$ cat config.mk
export PLATFORM = sky130hd
export DESIGN_NAME = range_updown_counter
export DESIGN_NICKNAME = d
export VERILOG_FILES = /design/src/rtl/range_updown_counter_pkg.sv /design/src/rtl/range_next_calc.sv /design/src/rtl/range_updown_counter.sv
export SDC_FILE = /design/constraint.sdc
export NUM_CORES = 1
export LEC_CHECK = 0
export ABC_AREA = 0
export CORE_UTILIZATION = 45
export DETAILED_ROUTE_END_ITERATION = 10
export PLACE_DENSITY = 0.66
export SYNTH_ARGS = -nofsm -noshare
export SYNTH_HDL_FRONTEND = slang
export SYNTH_SLANG_ARGS = --single-unit
$ cat constraint.sdc
create_clock -name clk -period 3 [get_ports clk]
set_input_delay 0.9 -clock clk [delete_from_list [all_inputs] [get_ports clk]]
set_output_delay 0.9 -clock clk [all_outputs]
set_load 0.02 [all_outputs]
$ cat src/rtl/range_updown_counter_pkg.sv
// Shared constants, operation encoding and priority decode for the range up/down counter.
package range_updown_counter_pkg;

    // Bound behaviour selected by the mode input.
    localparam logic MODE_WRAP = 1'b0;
    localparam logic MODE_SAT  = 1'b1;

    // Direction selected by the up_dn input.
    localparam logic DIR_UP = 1'b1;
    localparam logic DIR_DN = 1'b0;

    // Operation taken at a clock edge once reset is out of the way.
    typedef enum logic [2:0] {
        OP_IDLE    = 3'd0,
        OP_CFG_OK  = 3'd1,
        OP_CFG_BAD = 3'd2,
        OP_LOAD    = 3'd3,
        OP_STEP    = 3'd4
    } op_e;

    // Priority decode: cfg_we beats load beats en; losers are dropped.
    function automatic op_e decode_op(
        input logic cfg_req,
        input logic cfg_ok,
        input logic load_req,
        input logic step_req
    );
        op_e op;
        op = OP_IDLE;
        if (cfg_req) begin
            op = cfg_ok ? OP_CFG_OK : OP_CFG_BAD;
        end else if (load_req) begin
            op = OP_LOAD;
        end else if (step_req) begin
            op = OP_STEP;
        end
        return op;
    endfunction

endpackage

$ cat src/rtl/range_next_calc.sv
// Combinational next-count and terminal-hit logic for one enabled counter step.
module range_next_calc
    import range_updown_counter_pkg::*;
#(
    parameter int unsigned WIDTH = 8
) (
    input  logic [WIDTH-1:0] count,
    input  logic [WIDTH-1:0] lo,
    input  logic [WIDTH-1:0] hi,
    input  logic             up_dn,
    input  logic             mode,
    output logic [WIDTH-1:0] next_c,
    output logic             hit_c
);

    logic at_top;
    logic at_bottom;

    // Bound compares happen before any +/-1, so the arithmetic never overflows.
    always_comb begin
        at_top    = (count >= hi);
        at_bottom = (count <= lo);
    end

    // Select the stepped value and flag a step taken from the bound in the travel direction.
    always_comb begin
        next_c = count;
        hit_c  = 1'b0;
        if (up_dn == DIR_UP) begin
            if (at_top) begin
                hit_c  = 1'b1;
                next_c = (mode == MODE_SAT) ? hi : lo;
            end else begin
                next_c = count + WIDTH'(1);
            end
        end else begin
            if (at_bottom) begin
                hit_c  = 1'b1;
                next_c = (mode == MODE_SAT) ? lo : hi;
            end else begin
                next_c = count - WIDTH'(1);
            end
        end
    end

endmodule

$ cat src/rtl/range_updown_counter.sv
// Up/down counter between runtime-programmable bounds with wrap/saturate, load and terminal count.
module range_updown_counter
    import range_updown_counter_pkg::*;
#(
    parameter int unsigned WIDTH    = 8,
    parameter int unsigned LOW_DEF  = 3,
    parameter int unsigned HIGH_DEF = 45
) (
    input  logic             clk,
    input  logic             rst,
    input  logic             en,
    input  logic             up_dn,
    input  logic             mode,
    input  logic             load,
    input  logic [WIDTH-1:0] load_val,
    input  logic             cfg_we,
    input  logic [WIDTH-1:0] lo_in,
    input  logic [WIDTH-1:0] hi_in,
    output logic [WIDTH-1:0] count,
    output logic             tc,
    output logic             at_lo,
    output logic             at_hi,
    output logic             cfg_err
);

    localparam logic [WIDTH-1:0] LO_RST = WIDTH'(LOW_DEF);
    localparam logic [WIDTH-1:0] HI_RST = WIDTH'(HIGH_DEF);

    logic [WIDTH-1:0] lo_r;
    logic [WIDTH-1:0] hi_r;

    logic [WIDTH-1:0] count_nxt;
    logic [WIDTH-1:0] lo_nxt;
    logic [WIDTH-1:0] hi_nxt;
    logic             tc_nxt;
    logic             cfg_err_nxt;

    logic [WIDTH-1:0] step_val;
    logic             step_hit;
    logic [WIDTH-1:0] load_clamped;
    logic             cfg_ok;
    op_e              op;

    // Next value for an enabled step from the current count and bounds.
    range_next_calc #(
        .WIDTH (WIDTH)
    ) u_next_calc (
        .count  (count),
        .lo     (lo_r),
        .hi     (hi_r),
        .up_dn  (up_dn),
        .mode   (mode),
        .next_c (step_val),
        .hit_c  (step_hit)
    );

    // Bound flags follow the registered count directly.
    assign at_lo = (count == lo_r);
    assign at_hi = (count == hi_r);

    // Load value forced into the current window; new bounds validated.
    always_comb begin
        cfg_ok = (lo_in <= hi_in);
        if (load_val < lo_r) begin
            load_clamped = lo_r;
        end else if (load_val > hi_r) begin
            load_clamped = hi_r;
        end else begin
            load_clamped = load_val;
        end
        op = decode_op(cfg_we, cfg_ok, load, en);
    end

    // Priority mux for count, bounds, terminal count and the sticky config error.
    always_comb begin
        count_nxt   = count;
        lo_nxt      = lo_r;
        hi_nxt      = hi_r;
        tc_nxt      = 1'b0;
        cfg_err_nxt = cfg_err;
        unique case (op)
            OP_CFG_OK: begin
                lo_nxt      = lo_in;
                hi_nxt      = hi_in;
                count_nxt   = lo_in;
                cfg_err_nxt = 1'b0;
            end
            OP_CFG_BAD: begin
                cfg_err_nxt = 1'b1;
            end
            OP_LOAD: begin
                count_nxt = load_clamped;
                tc_nxt    = tc;
            end
            OP_STEP: begin
                count_nxt = step_val;
                tc_nxt    = step_hit;
            end
            default: begin
                count_nxt = count;
            end
        endcase
    end

    // State registers with synchronous active-low reset.
    always_ff @(posedge clk) begin
        if (!rst) begin
            count   <= LO_RST;
            lo_r    <= LO_RST;
            hi_r    <= HI_RST;
            tc      <= 1'b0;
            cfg_err <= 1'b0;
        end else begin
            count   <= count_nxt;
            lo_r    <= lo_nxt;
            hi_r    <= hi_nxt;
            tc      <= tc_nxt;
            cfg_err <= cfg_err_nxt;
        end
    end

endmodule

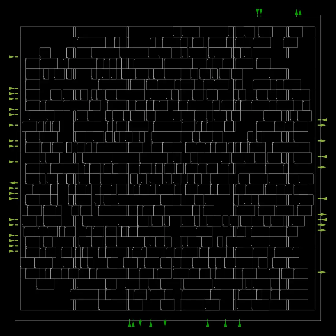
**Above:** placed standard cells.
Flops: 26
fill count: 543
Core Util, Final: 64.1%

==> results.ini <==
[yosys]
yosys_warnings=0
most_common_cell=nand2_1
xor_share_pct=3.59
common_cells=47 x nand2_1, 41 x ha_1, 30 x a21oi_1
synth.mux.area_fraction_pct=7.05
top_area_cell=dfxtp_1
ys_area_sq_um=2680
simple_gate_share_pct=20.5
synth_top_area_share_pct=19.4
syn_area_per_cell_sq_um=7.73
syn_inst=347
synthArstFlopShare_pct=0
synth.comb.largest_family=AND-OR/OR-AND gates
ys_seq_share_pct=19.4
synth_area_sq_um=2680

[timing]
timing.final.ws_setup_ns=0.0906
setup-tns-final_ns=0
worst_slew_pin_slew_ns=0.733
finalCritPeriodShare_pct=97.0
final_max_slew_viol_count=0
final-hold-violation-count=0
fin_skew_ns=0.00528

[clocking]
root_buffer=clkbuf_8
ctsHoldBuffers=0
cts_tree=done
clkTransAtPathRegs_ns=0.10
cts_resized=1
cts_max_path_buffers=2
cts_sinks=26
cts_buffers=3
post_cts_buffers=0

[finish]
n_all_buffers=90
antenna_cells=0
logic_area_sq_um=2000
n_all_inverters=27
comb_cells=277
buf_share_pct=22.5
clk_share_pct=1.98
drive_above_1_share_pct=16.0
comb_share_pct=55.7

[setup_path]
critPathArrivalTime_ns=3.05
cp_slowest_cell=clkdlybuf4s50_1
critPathLaunchType=input port
critPathKind=in -> reg
r2r-start=hi_r[6]
reg2reg_to=count[0]
startpoint=load_val[3]
crit_chain=clkdlybuf4s50_1, ha_1, a21oi_1, a21oi_2, o32a_1, buf_12, mux2_2, a22oi_1, a41oi_1
critPathMaxFanout=8
cp-end-kind=flip-flop
endpoint=count[5]
crit_path_max_incr_delay_ns=0.46

[power]
leakage_nw=1.57
ir_drop_mv=0.164
p_per_area_nw_per_um2=390

[place]
place_ws_ns=-0.258
io_buffer_count=42
hpwl_um=6440

[min_path]
holdPathStages=2
min_to=tc
min_from=tc

[status]
outcome=completed

[global_routing]
grt.overflow.total=0
antenna_found_initial=0
grt_pass1_vias=2694

[routing]
drt_iter0_drc=279
antenna_left=0
vias=2885
wl_per_cell_um=16.1
vias_per_cell=5.82

[floorplan]
dieArea_sq_um=6270
die_w_um=79.2

[job]
warning_count=27

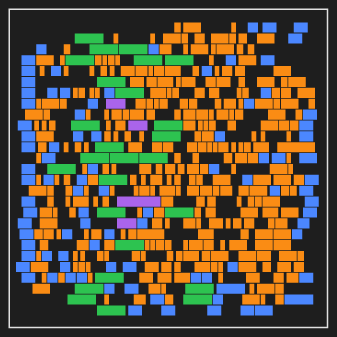
**Above:** cell classes on the final placement.
Drawn at 4 px/um.
green -> registers  # cells 26, share of their area 15%
blue -> remaining buffers and delay cells  # cells 90, share of their area 23%
purple -> clock drivers and dummy loads  # cells 4, share of their area 2.0%
orange -> remaining logic cells  # cells 304, share of their area 60%
Cell Rows: 27
core area: 5610 sq um

[worst max-delay path: cells and delay by family]
family                     cells  cell delay (ns)
AOI/OAI and AO/OA              5             0.90
adders and majority gates      1             0.36
buffers and inverters          2             0.62
muxes                          1             0.26
[report_power, final]
part           internal, W  switching [W]  leakage [nW]
Sequential        0.000376      0.0000426         0.214
Clock             0.000179       0.000118        0.0357
Combinational     0.000329       0.000360          1.32
[per-layer routing]
layer / global-route usage (%) / up-vias / share of wire [%]
li1: - / 1419 / -
met1: 36.4 / 1332 / 47
met2: 42.4 / 119 / 45
met4: 10.2 / 0 / 2.8
met3: 2.76 / 15 / 5.1
met5: 0 / - / 0
[stage by stage]
stage	instances	instance area (sq um)
finish	496	3600
global placement	492	3510
global route	496	3600
floorplan	347	2680
detailed placement	492	3510
CTS	496	3580
Power and IR drop assume default switching activity.
